`src/rtl/ps2_scan_decoder.sv`:
```
// ps2_scan_decoder
//   PS/2 keyboard receiver. It synchronises and de-glitches the raw PS/2
//   clock and data pins, deserialises 11-bit device-to-host frames, and turns
//   make/break/extended byte sequences into key events.
//
// Parameters
//   FILTER_CYCLES  : consecutive equal samples needed before the filtered
//                    PS/2 clock accepts a level change
//   TIMEOUT_CYCLES : clk cycles without a sample strobe, mid-frame, before
//                    the partial frame is dropped
//
// Ports
//   clk            : system clock
//   reset_n        : asynchronous active-low reset
//   ps2_clk_async  : raw PS/2 clock pin
//   ps2_data_async : raw PS/2 data pin
//   scan_code      : last completed make code (prefix bytes excluded)
//   ascii_code     : ASCII for scan_code, 0x00 when unmapped or extended
//   key_pressed    : high while the key in scan_code is held
//   key_released   : one-cycle pulse per completed break sequence
//
// Optional feature (macro PS2_SHIFT_EN)
//   When defined, left/right shift (0x12/0x59) are tracked as modifier state
//   rather than reported as keys, and held shift selects the shifted US
//   character set. When undefined, every key uses the unshifted table.
module ps2_scan_decoder #(
  parameter int FILTER_CYCLES  = 8,
  parameter int TIMEOUT_CYCLES = 50000
) (
  input  logic       clk,
  input  logic       reset_n,
  input  logic       ps2_clk_async,
  input  logic       ps2_data_async,
  output logic [7:0] scan_code,
  output logic [7:0] ascii_code,
  output logic       key_pressed,
  output logic       key_released
);

  localparam int FW = $clog2(FILTER_CYCLES + 1);
  localparam int TW = $clog2(TIMEOUT_CYCLES + 1);

  typedef enum logic [1:0] {IDLE, DATA, PARITY, STOP} rx_state_t;

  rx_state_t       state, state_next;
  logic [1:0]      clk_sync, data_sync;
  logic            filt_clk;
  logic [FW-1:0]   filt_cnt;
  logic            strobe;
  logic            rx_bit;
  logic [2:0]      bit_cnt;
  logic [7:0]      shift_reg;
  logic            parity_bit;
  logic [TW-1:0]   to_cnt;
  logic            timed_out;
  logic            byte_ok;
  logic            brk, ext;
  logic [7:0]      key_ascii;

  // Unshifted US layout; anything not listed has no ASCII meaning.
  function automatic logic [7:0] base_ascii(input logic [7:0] code);
    case (code)
      8'h1C: return 8'h61; 8'h32: return 8'h62; 8'h21: return 8'h63;
      8'h23: return 8'h64; 8'h24: return 8'h65; 8'h2B: return 8'h66;
      8'h34: return 8'h67; 8'h33: return 8'h68; 8'h43: return 8'h69;
      8'h3B: return 8'h6A; 8'h42: return 8'h6B; 8'h4B: return 8'h6C;
      8'h3A: return 8'h6D; 8'h31: return 8'h6E; 8'h44: return 8'h6F;
      8'h4D: return 8'h70; 8'h15: return 8'h71; 8'h2D: return 8'h72;
      8'h1B: return 8'h73; 8'h2C: return 8'h74; 8'h3C: return 8'h75;
      8'h2A: return 8'h76; 8'h1D: return 8'h77; 8'h22: return 8'h78;
      8'h35: return 8'h79; 8'h1A: return 8'h7A;
      8'h45: return 8'h30; 8'h16: return 8'h31; 8'h1E: return 8'h32;
      8'h26: return 8'h33; 8'h25: return 8'h34; 8'h2E: return 8'h35;
      8'h36: return 8'h36; 8'h3D: return 8'h37; 8'h3E: return 8'h38;
      8'h46: return 8'h39;
      8'h29: return 8'h20; 8'h5A: return 8'h0D; 8'h66: return 8'h08;
      8'h0D: return 8'h09; 8'h76: return 8'h1B;
      8'h4E: return 8'h2D; 8'h55: return 8'h3D; 8'h41: return 8'h2C;
      8'h49: return 8'h2E; 8'h4A: return 8'h2F; 8'h4C: return 8'h3B;
      8'h52: return 8'h27; 8'h54: return 8'h5B; 8'h5B: return 8'h5D;
      8'h5D: return 8'h5C; 8'h0E: return 8'h60;
      default: return 8'h00;
    endcase
  endfunction

`ifdef PS2_SHIFT_EN
  logic lshift, rshift;

  // Maps an unshifted character to its shifted US counterpart; characters
  // without a shifted form (space, enter, ...) pass through.
  function automatic logic [7:0] shifted_ascii(input logic [7:0] c);
    if (c >= 8'h61 && c <= 8'h7A) return c - 8'h20;
    case (c)
      8'h31: return 8'h21; 8'h32: return 8'h40; 8'h33: return 8'h23;
      8'h34: return 8'h24; 8'h35: return 8'h25; 8'h36: return 8'h5E;
      8'h37: return 8'h26; 8'h38: return 8'h2A; 8'h39: return 8'h28;
      8'h30: return 8'h29;
      8'h2D: return 8'h5F; 8'h3D: return 8'h2B; 8'h2C: return 8'h3C;
      8'h2E: return 8'h3E; 8'h2F: return 8'h3F; 8'h3B: return 8'h3A;
      8'h27: return 8'h22; 8'h5B: return 8'h7B; 8'h5D: return 8'h7D;
      8'h5C: return 8'h7C; 8'h60: return 8'h7E;
      default: return c;
    endcase
  endfunction

  assign key_ascii = (lshift || rshift) ? shifted_ascii(base_ascii(shift_reg))
                                        : base_ascii(shift_reg);
`else
  assign key_ascii = base_ascii(shift_reg);
`endif

  // Two-flop synchronisers; idle PS/2 lines are high, so reset to 1 to avoid
  // a fake falling edge when reset is released.
  always_ff @(posedge clk or negedge reset_n) begin
    if (!reset_n) begin
      clk_sync  <= 2'b11;
      data_sync <= 2'b11;
    end else begin
      clk_sync  <= {clk_sync[0], ps2_clk_async};
      data_sync <= {data_sync[0], ps2_data_async};
    end
  end

  assign rx_bit = data_sync[1];

  // Glitch filter: the filtered clock follows the synchronised clock only
  // after FILTER_CYCLES consecutive samples disagree with it.
  always_ff @(posedge clk or negedge reset_n) begin
    if (!reset_n) begin
      filt_clk <= 1'b1;
      filt_cnt <= '0;
    end else if (clk_sync[1] == filt_clk) begin
      filt_cnt <= '0;
    end else if (filt_cnt == FW'(FILTER_CYCLES - 1)) begin
      filt_clk <= clk_sync[1];
      filt_cnt <= '0;
    end else begin
      filt_cnt <= filt_cnt + 1'b1;
    end
  end

  // Strobe marks the cycle in which the filtered clock is about to fall.
  assign strobe = filt_clk && !clk_sync[1] && (filt_cnt == FW'(FILTER_CYCLES - 1));

  always_ff @(posedge clk or negedge reset_n) begin
    if (!reset_n) state <= IDLE;
    else          state <= state_next;
  end

  // Frame sequencing; a byte is only reported when stop and odd parity agree.
  always_comb begin
    state_next = state;
    byte_ok    = 1'b0;
    timed_out  = (state != IDLE) && !strobe && (to_cnt == TW'(TIMEOUT_CYCLES - 1));
    case (state)
      IDLE:    if (strobe && !rx_bit) state_next = DATA;
      DATA:    if (strobe && bit_cnt == 3'd7) state_next = PARITY;
      PARITY:  if (strobe) state_next = STOP;
      STOP: begin
        if (strobe) begin
          state_next = IDLE;
          byte_ok    = rx_bit && (^{shift_reg, parity_bit});
        end
      end
      default: state_next = IDLE;
    endcase
    if (timed_out) state_next = IDLE;
  end

  // Deserialiser and inactivity counter.
  always_ff @(posedge clk or negedge reset_n) begin
    if (!reset_n) begin
      bit_cnt    <= '0;
      shift_reg  <= '0;
      parity_bit <= 1'b0;
      to_cnt     <= '0;
    end else begin
      if (state == IDLE || strobe) to_cnt <= '0;
      else                         to_cnt <= to_cnt + 1'b1;
      if (state == IDLE) begin
        bit_cnt <= '0;
      end else if (state == DATA && strobe) begin
        shift_reg <= {rx_bit, shift_reg[7:1]};
        bit_cnt   <= bit_cnt + 3'd1;
      end
      if (state == PARITY && strobe) parity_bit <= rx_bit;
    end
  end

  // Byte interpretation: prefixes only set flags, the next ordinary byte
  // consumes them.
  always_ff @(posedge clk or negedge reset_n) begin
    if (!reset_n) begin
      scan_code    <= '0;
      ascii_code   <= '0;
      key_pressed  <= 1'b0;
      key_released <= 1'b0;
      brk          <= 1'b0;
      ext          <= 1'b0;
`ifdef PS2_SHIFT_EN
      lshift       <= 1'b0;
      rshift       <= 1'b0;
`endif
    end else begin
      key_released <= 1'b0;
      if (byte_ok) begin
        if (shift_reg == 8'hE0) begin
          ext <= 1'b1;
        end else if (shift_reg == 8'hF0) begin
          brk <= 1'b1;
`ifdef PS2_SHIFT_EN
        end else if (shift_reg == 8'h12 || shift_reg == 8'h59) begin
          if (shift_reg == 8'h12) lshift <= !brk;
          else                    rshift <= !brk;
          brk <= 1'b0;
          ext <= 1'b0;
`endif
        end else if (brk) begin
          key_released <= 1'b1;
          if (shift_reg == scan_code) key_pressed <= 1'b0;
          brk <= 1'b0;
          ext <= 1'b0;
        end else begin
          scan_code   <= shift_reg;
          ascii_code  <= ext ? 8'h00 : key_ascii;
          key_pressed <= 1'b1;
          ext         <= 1'b0;
        end
      end
    end
  end

endmodule

```
`config.mk`:
```
export PLATFORM = sky130hd
export DESIGN_NAME = ps2_scan_decoder
export DESIGN_NICKNAME = d
export VERILOG_FILES = /design/src/rtl/ps2_scan_decoder.sv
export SDC_FILE = /design/constraint.sdc
export NUM_CORES = 1
export LEC_CHECK = 0
export ABC_AREA = 1
export CORE_MARGIN = 4
export CORE_UTILIZATION = 54
export CTS_CLUSTER_DIAMETER = 50
export CTS_CLUSTER_SIZE = 28
export DETAILED_ROUTE_END_ITERATION = 7
export GPL_ROUTABILITY_DRIVEN = 1
export PLACE_DENSITY_LB_ADDON = 0.12
export SLEW_MARGIN = 20
export SYNTH_ARGS = -nofsm -noshare
export SYNTH_HDL_FRONTEND = slang
export SYNTH_SLANG_ARGS = --single-unit
```
`constraint.sdc`:
```
create_clock -name clk -period 1.9 [get_ports clk]
set_input_delay 0.38 -clock clk [delete_from_list [all_inputs] [get_ports clk]]
set_output_delay 0.38 -clock clk [all_outputs]
set_load 0.05 [all_outputs]
```
run_1/flops_by_reg.png
Other sequential cells in the stronger grey, the rest of the logic in the fainter grey.
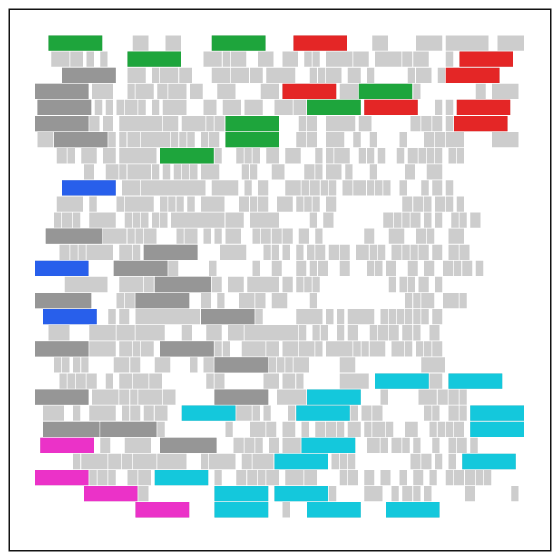
| colour | netlist name | placed flops |
|---|---|---|
| cyan | to_cnt | 16 |
| red | ascii_code | 7 |
| magenta | filt_cnt | 4 |
| blue | bit_cnt | 3 |
| green | scan_code | 8 |
power in sequential cells: 0.00141 W
end-of-flow core utilization: 66.3%
sequential portion of the cell area: 32.6%
footprint of the flip-flops and latches: 1460 sq um

run_1/logic_types.png
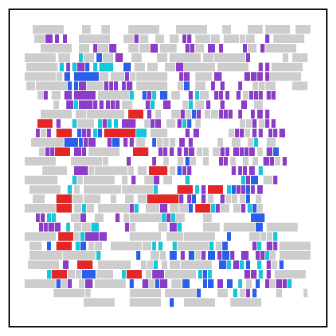
| colour | family | cells | most used |
|---|---|---|---|
| purple | nand cells | 192 | nand2_1 |
| red | fa/ha/maj cells | 18 | ha_1 |
| blue | nor cells | 55 | nor2_1 |
| cyan | inv cells | 60 | inv_1 |
Final Non-Filler Cells: 635
most used logic cell in the final layout: sky130_fd_sc_hd__nand2_1

run_1/layer_met3.png
The bar under the picture is 20 um long.
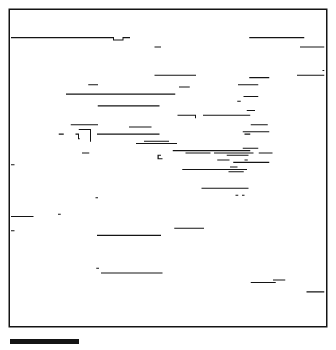
share of all routed wire: 4.5%
longest straight run: 31.3 um
nets with wire on the layer: 39

==> highlights.md, run 1 <==
* wire length of the first global-routing pass: 15900 um
* clock latency on the worst-skew pair: 340 ps
* flip-flop count of the largest register after layout: 16
* maximum capacitance violations: 0
* depth of the CTS H-tree: 3
* Die Wd: 91.3 um
* flop2flop setup slack: 80 ps
* area fraction in and, or, nand and nor cells after synthesis: 29.6%
* number of endpoints with negative hold slack in the final report: 0
* CP cell instances: clkinv_4 -> ha_4 -> nand2_4 -> inv_2 -> nor2_2 -> nand2_1 -> nand2_2 -> inv_2 -> nand2_4 -> nand3_4 -> nor2_8 -> buf_6 -> nand4_1 -> nand2_1
* master cell of the clock root buffer: sky130_fd_sc_hd__clkbuf_8
* First-pass DRT Iterations: 5
* Dominant cell area share: 35.4%
* register bit count reported by yosys: 58
* via count: 3453
* most used standard cell by instance count after synthesis: sky130_fd_sc_hd__nand2_1
* worst setup path startpoint: shift_reg[1]
* Chip Area, Yosys: 3740 sq um
* via/cell ratio: 5.44
* run status: finished clean
* minimum clock period: 1820 ps
-- run 1: power breakdown --
part / leakage, nW / total (W) / switching (W) / internal, W
combinational: 1.43 / 0.000627 / 0.000389 / 0.000238
sequential: 0.783 / 0.00141 / 0.0000770 / 0.00134
clock: 0.110 / 0.00128 / 0.000530 / 0.000748
-- run 1: cell families (layout without fill, tap and decap cells) --
family          count (synthesis)  count (layout)
simple gates                  250             250
compound gates                 95              95
buf+inv                        77             123
flops                          58              58
fa+ha+maj                      18              18
xor+xnor                       10              10
other cells                     1               1
-- run 1: repair_timing --
item	4_1_cts	5_1_grt
resized	1	36
setup buffers	0	2
pin swaps	0	10
endpoints found under the hold margin	0	0
setup endpoints to repair	2	29
-- run 1: final cells by class --
class	instances	area (sq um)	share of cell area [%]
clock inverters	7	103	2.29
repair buffers	47	418	9.33
multi-input cells	374	2030	45.4
clock buffers	9	124	2.77
well taps	80	100	2.24
flip-flops and latches	58	1460	32.6
inverters	60	240	5.37
-- run 1: metrics by stage --
stage          hold WS [ps]  setup TNS (ps)  setup WS (ps)  total power [W]
6_report               8.99               0           77.4          0.00332
3_3_place_gp            346               0           99.5          0.00201
2_1_floorplan          84.4               0          0.519          0.00182
3_5_place_dp            347               0           58.2          0.00204
5_1_grt                14.5            -189          -44.6          0.00355
4_1_cts                5.75               0           2.11          0.00333
-- run 1: routing by layer --
layer,up-vias,track usage (%)
li1,1719,-
met1,1620,32.3
met2,95,38.4
met3,19,4.23
met4,0,8.29
met5,-,0
## Run 2: what changed since run 1
--- a/config.mk
+++ b/config.mk
@@ -5,7 +5,7 @@
 export SDC_FILE = /design/constraint.sdc
 export NUM_CORES = 1
 export LEC_CHECK = 0
-export ABC_AREA = 1
+export CORE_ASPECT_RATIO = 0.6
 export CORE_MARGIN = 4
 export CORE_UTILIZATION = 54
 export CTS_CLUSTER_DIAMETER = 50
run_2/layer_met3.png
The bar under the picture is 20 um long.
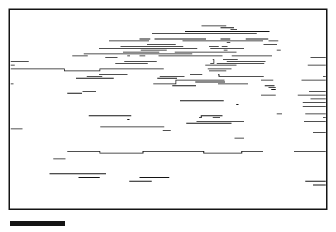
longest straight run: 39.1 um
share of all routed wire: 9.3%

run_2/logic_types.png
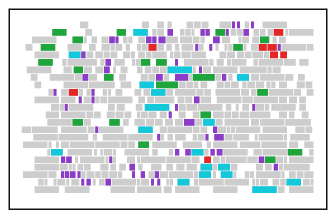
| colour | family | cells | most used |
|---|---|---|---|
| cyan | fa/ha/maj cells | 18 | ha_1 |
| green | mux cells | 21 | mux2_2 |
| red | non-inverting ao/oa cells | 8 | a221o_1 |
| purple | nand cells | 63 | nand2_1 |
most used logic cell in the final layout: sky130_fd_sc_hd__buf_4
Final Non-Filler Cells: 583
combinational fraction of the cell area: 44.8%

==> run 2 against run 1 <==
  * The run now ends with setup timing left
  * Sequential power is essentially flat
  * Worst setup slack lost 260 ps
  * Total power grew 12%
  * Combinational power is essentially flat
  * Maximum frequency shrank 13%
  * Critical path depth shrank 5
==> highlights.md, run 2 <==
* run status: complete, but fails checks
* violations in the final reports: setup timing
* depth of the CTS H-tree: 3
* First-pass DRT Iterations: 5
* Die Wd: 115 um
* end-of-flow core utilization: 77.6%
* flip-flop count of the largest register after layout: 16
* clock distribution power: 0.00171 W
* Chip Area, Yosys: 3690 sq um
* final setup slack of the worst path: -184 ps
* minimum clock period: 2080 ps
* met1 capacity usage during global routing: 41.9%
* master cell of the clock root buffer: sky130_fd_sc_hd__clkbuf_16
* clock network fraction of design power: 45.9%
* grt met3 use: 9.08%
* layer with the highest usage after global routing: met1
* via/cell ratio: 5.93
* number of setup violations in the final report: 12
* setup total negative slack: -1430 ps
* group drawing the most power: the clock network
* buffers inserted by post-CTS timing repair: 9
* wire length of the first global-routing pass: 17800 um
* switching part of the total: 25.4%
==> run 2: cell count changes in the layout (fill, tap and decap cells not counted), sizes merged, moves of 8 or more <==
cell / before / now
mux2i: 0 / 8
buf: 39 / 98
o21ai: 56 / 32
xor2: 5 / 18
inv: 60 / 12
a21oi: 29 / 13
nand2b: 0 / 10
nand2: 154 / 31
xnor2: 5 / 13
nor2: 43 / 33
nor2b: 0 / 9
nand3: 32 / 15
mux2: 0 / 12
==> run 2: worst max-delay path, cell delays in order (launching register included) <==
cell	delay [ps]
sky130_fd_sc_hd__dfrtp_2	450
sky130_fd_sc_hd__inv_8	90
sky130_fd_sc_hd__buf_4	100
sky130_fd_sc_hd__buf_4	110
sky130_fd_sc_hd__ha_1	170
sky130_fd_sc_hd__nor2b_2	270
sky130_fd_sc_hd__nor3_2	80
sky130_fd_sc_hd__o31ai_1	270
sky130_fd_sc_hd__a221oi_1	150
sky130_fd_sc_hd__mux2_2	270
==> run 2: layout make-up <==
| class | instances | area (sq um) | share of cell area [%] |
|---|---|---|---|
| clock buffers | 11 | 243 | 4.71 |
| repair buffers | 105 | 893 | 17.3 |
| multi-input cells | 303 | 2310 | 44.8 |
| well taps | 87 | 109 | 2.11 |
| flip-flops and latches | 58 | 1460 | 28.3 |
| clock inverters | 5 | 77.6 | 1.50 |
| inverters | 14 | 63.8 | 1.24 |
==> run 2: worst max path at each step <==
stage,from,endpoint,depth (start not counted)
after detailed placement,shift_reg[0],ascii_code[6],8
after floorplan,shift_reg[0],scan_code[7],11
final,shift_reg[1],ascii_code[3],9
after global placement,shift_reg[0],ascii_code[6],8
after global routing,shift_reg[0],scan_code[7],8
after CTS,shift_reg[1],ascii_code[5],9
## Run 3: what changed since run 2
--- a/config.mk
+++ b/config.mk
@@ -7,7 +7,7 @@
 export LEC_CHECK = 0
 export CORE_ASPECT_RATIO = 0.6
 export CORE_MARGIN = 4
-export CORE_UTILIZATION = 54
+export CORE_UTILIZATION = 34
 export CTS_CLUSTER_DIAMETER = 50
 export CTS_CLUSTER_SIZE = 28
 export DETAILED_ROUTE_END_ITERATION = 7
run_3/flops_by_reg.png
Other sequential cells in the stronger grey, the rest of the logic in the fainter grey.
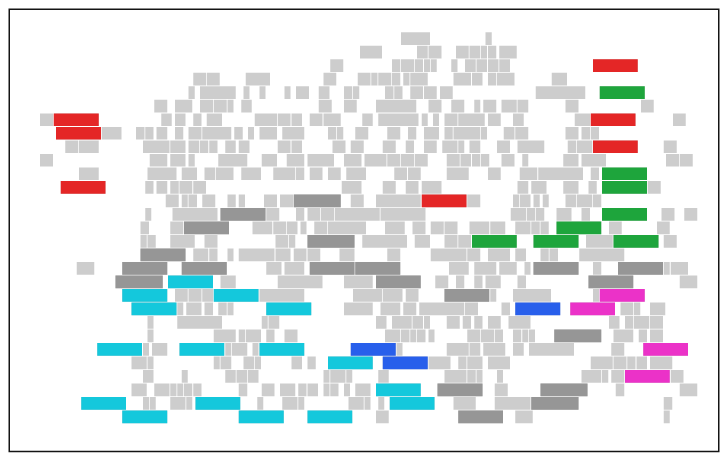
| colour | netlist name | placed flops |
|---|---|---|
| blue | bit_cnt | 3 |
| magenta | filt_cnt | 4 |
| cyan | to_cnt | 16 |
| red | ascii_code | 7 |
| green | scan_code | 8 |

run_3/layer_met2.png
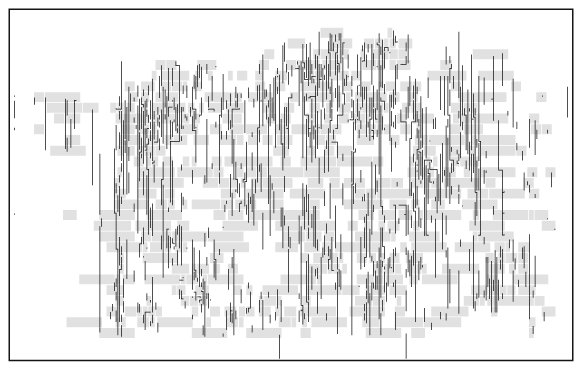
nets with wire on the layer: 403
share of all routed wire: 37%
wire length on this layer: 3990 um
Final Routed Wirelength: 10700 um
via count: 3292
global routing usage on met2: 22.1%

==> run 3 against run 2 <==
  * The run still ends with setup timing left
  * Register-to-register slack about the same
  * Count of clock-buffer cells in the layout up 3
  * Sequential power about the same
  * Clock skew increased by 6.1 ps
  * Via count shrank 4.8%
  * Maximum frequency grew 0.15%
  * Critical path type unchanged
  * Critical endpoint is now ascii_code[2]
==> highlights.md, run 3 <==
* met1 capacity usage during global routing: 29.4%
* master cell of the clock root buffer: sky130_fd_sc_hd__clkbuf_16
* most used logic cell in the final layout: sky130_fd_sc_hd__buf_4
* number of setup violations in the final report: 11
* number of placement rows: 29
* Comb group: 0.000559 W
* worst setup path startpoint: shift_reg[2]
* flop2flop setup slack: -180 ps
* power share of the sequential group: 40.4%
* flip-flop count of the largest register after layout: 16
* final-layout worst hold slack: 357 ps
* CP bufs+invs: 2
* post-layout total power: 0.00343 W
* Chip Area, Yosys: 3690 sq um
* most used standard cell by instance count after synthesis: sky130_fd_sc_hd__dfrtp_1
* wire length of the first global-routing pass: 17300 um
* grt met3 use: 4.97%
* minimum clock period: 2080 ps
* unrepaired setup endpoints after global routing: yes
* CP cell instances: buf_6 -> buf_4 -> nor2b_1 -> a211o_1 -> a31oi_1 -> o32ai_2 -> mux2_2
* clock latency on the worst-skew pair: 320 ps
* number of endpoints with negative hold slack in the final report: 0
* layer with the highest usage after global routing: met1
* final setup slack of the worst path: -181 ps
* end point of the critical path: ascii_code[2]
* via/cell ratio: 5.23
* dominant delay contributor by cell family on the critical path: AND-OR/OR-AND gates
* internal power consumption: 0.00251 W
* run status: complete, but fails checks
* switching part of the total: 26.8%
* biggest fanout along the worst timing path: 20
* Die Wd: 143 um
* Dominant cell area share: 35.9%
* depth of the CTS H-tree: 3
* violations in the final reports: setup timing
* area fraction in and, or, nand and nor cells after synthesis: 19.1%
* CTS tree: done
* number of stages on the worst setup path: 7
* Ports: 22
* power in sequential cells: 0.00139 W
* register bit count reported by yosys: 58
* First-pass DRT Iterations: 5
* P_sw: 0.000918 W
* maximum capacitance violations: 0
* group drawing the most power: the clock network
* Slowest cell on crit path: sky130_fd_sc_hd__dfrtp_1
run 3: how the worst min path moves through the flow:
stage | start | endpoint | slack, ps | cells past startpoint
3_5_place_dp | reset_n | filt_cnt[0] | 330 | 1
3_3_place_gp | reset_n | filt_cnt[1] | 340 | 1
6_report | clk_sync[0] | clk_sync[1] | 360 | 0
5_1_grt | clk_sync[0] | clk_sync[1] | 360 | 0
2_1_floorplan | reset_n | ascii_code[0] | 80 | 0
4_1_cts | clk_sync[0] | clk_sync[1] | 360 | 0
run 3: area by class of cell:
type / count / area, sq um / share of cell area (%)
clock inverters: 2 / 12.5 / 0.246
well taps: 139 / 174 / 3.42
flip-flops and latches: 58 / 1460 / 28.7
clock buffers: 14 / 264 / 5.19
inverters: 14 / 67.6 / 1.33
repair buffers: 99 / 811 / 15.9
multi-input cells: 303 / 2300 / 45.2
run 3: kinds of logic after synthesis:
group	count (synthesis)
AND-OR/OR-AND	91
XOR/XNOR	31
adder cells (fa/ha/maj)	18
buffers and inverters	45
flip-flops	58
multiplexers	21
other	1
AND/OR/NAND/NOR	141
run 3: through the flow:
stage / setup WS (ps) / instances / setup TNS [ps] / utilization [%] / cell area (sq um)
final: -181 / 629 / -977 / 48.0 / 5080
after CTS: -125 / 628 / -813 / 46.9 / 4970
after floorplan: -389 / 406 / -3670 / - / 3760
after global routing: -202 / 629 / -2150 / 48.0 / 5080
after global placement: -409 / 606 / -1690 / 42.5 / 4510
after detailed placement: -312 / 606 / -1790 / 42.5 / 4510
run 3: repair_timing:
action / in CTS / in global routing
endpoints found under the hold margin: 16 / 0
buffers inserted: 5 / 2
setup endpoints to repair: 16 / 29
resized: 31 / 28
gates cloned: 1 / 0
pin swaps: 11 / 4
hold buffers: 1 / 0
Power figures rest on the tool's default switching activity, not on a simulated workload.
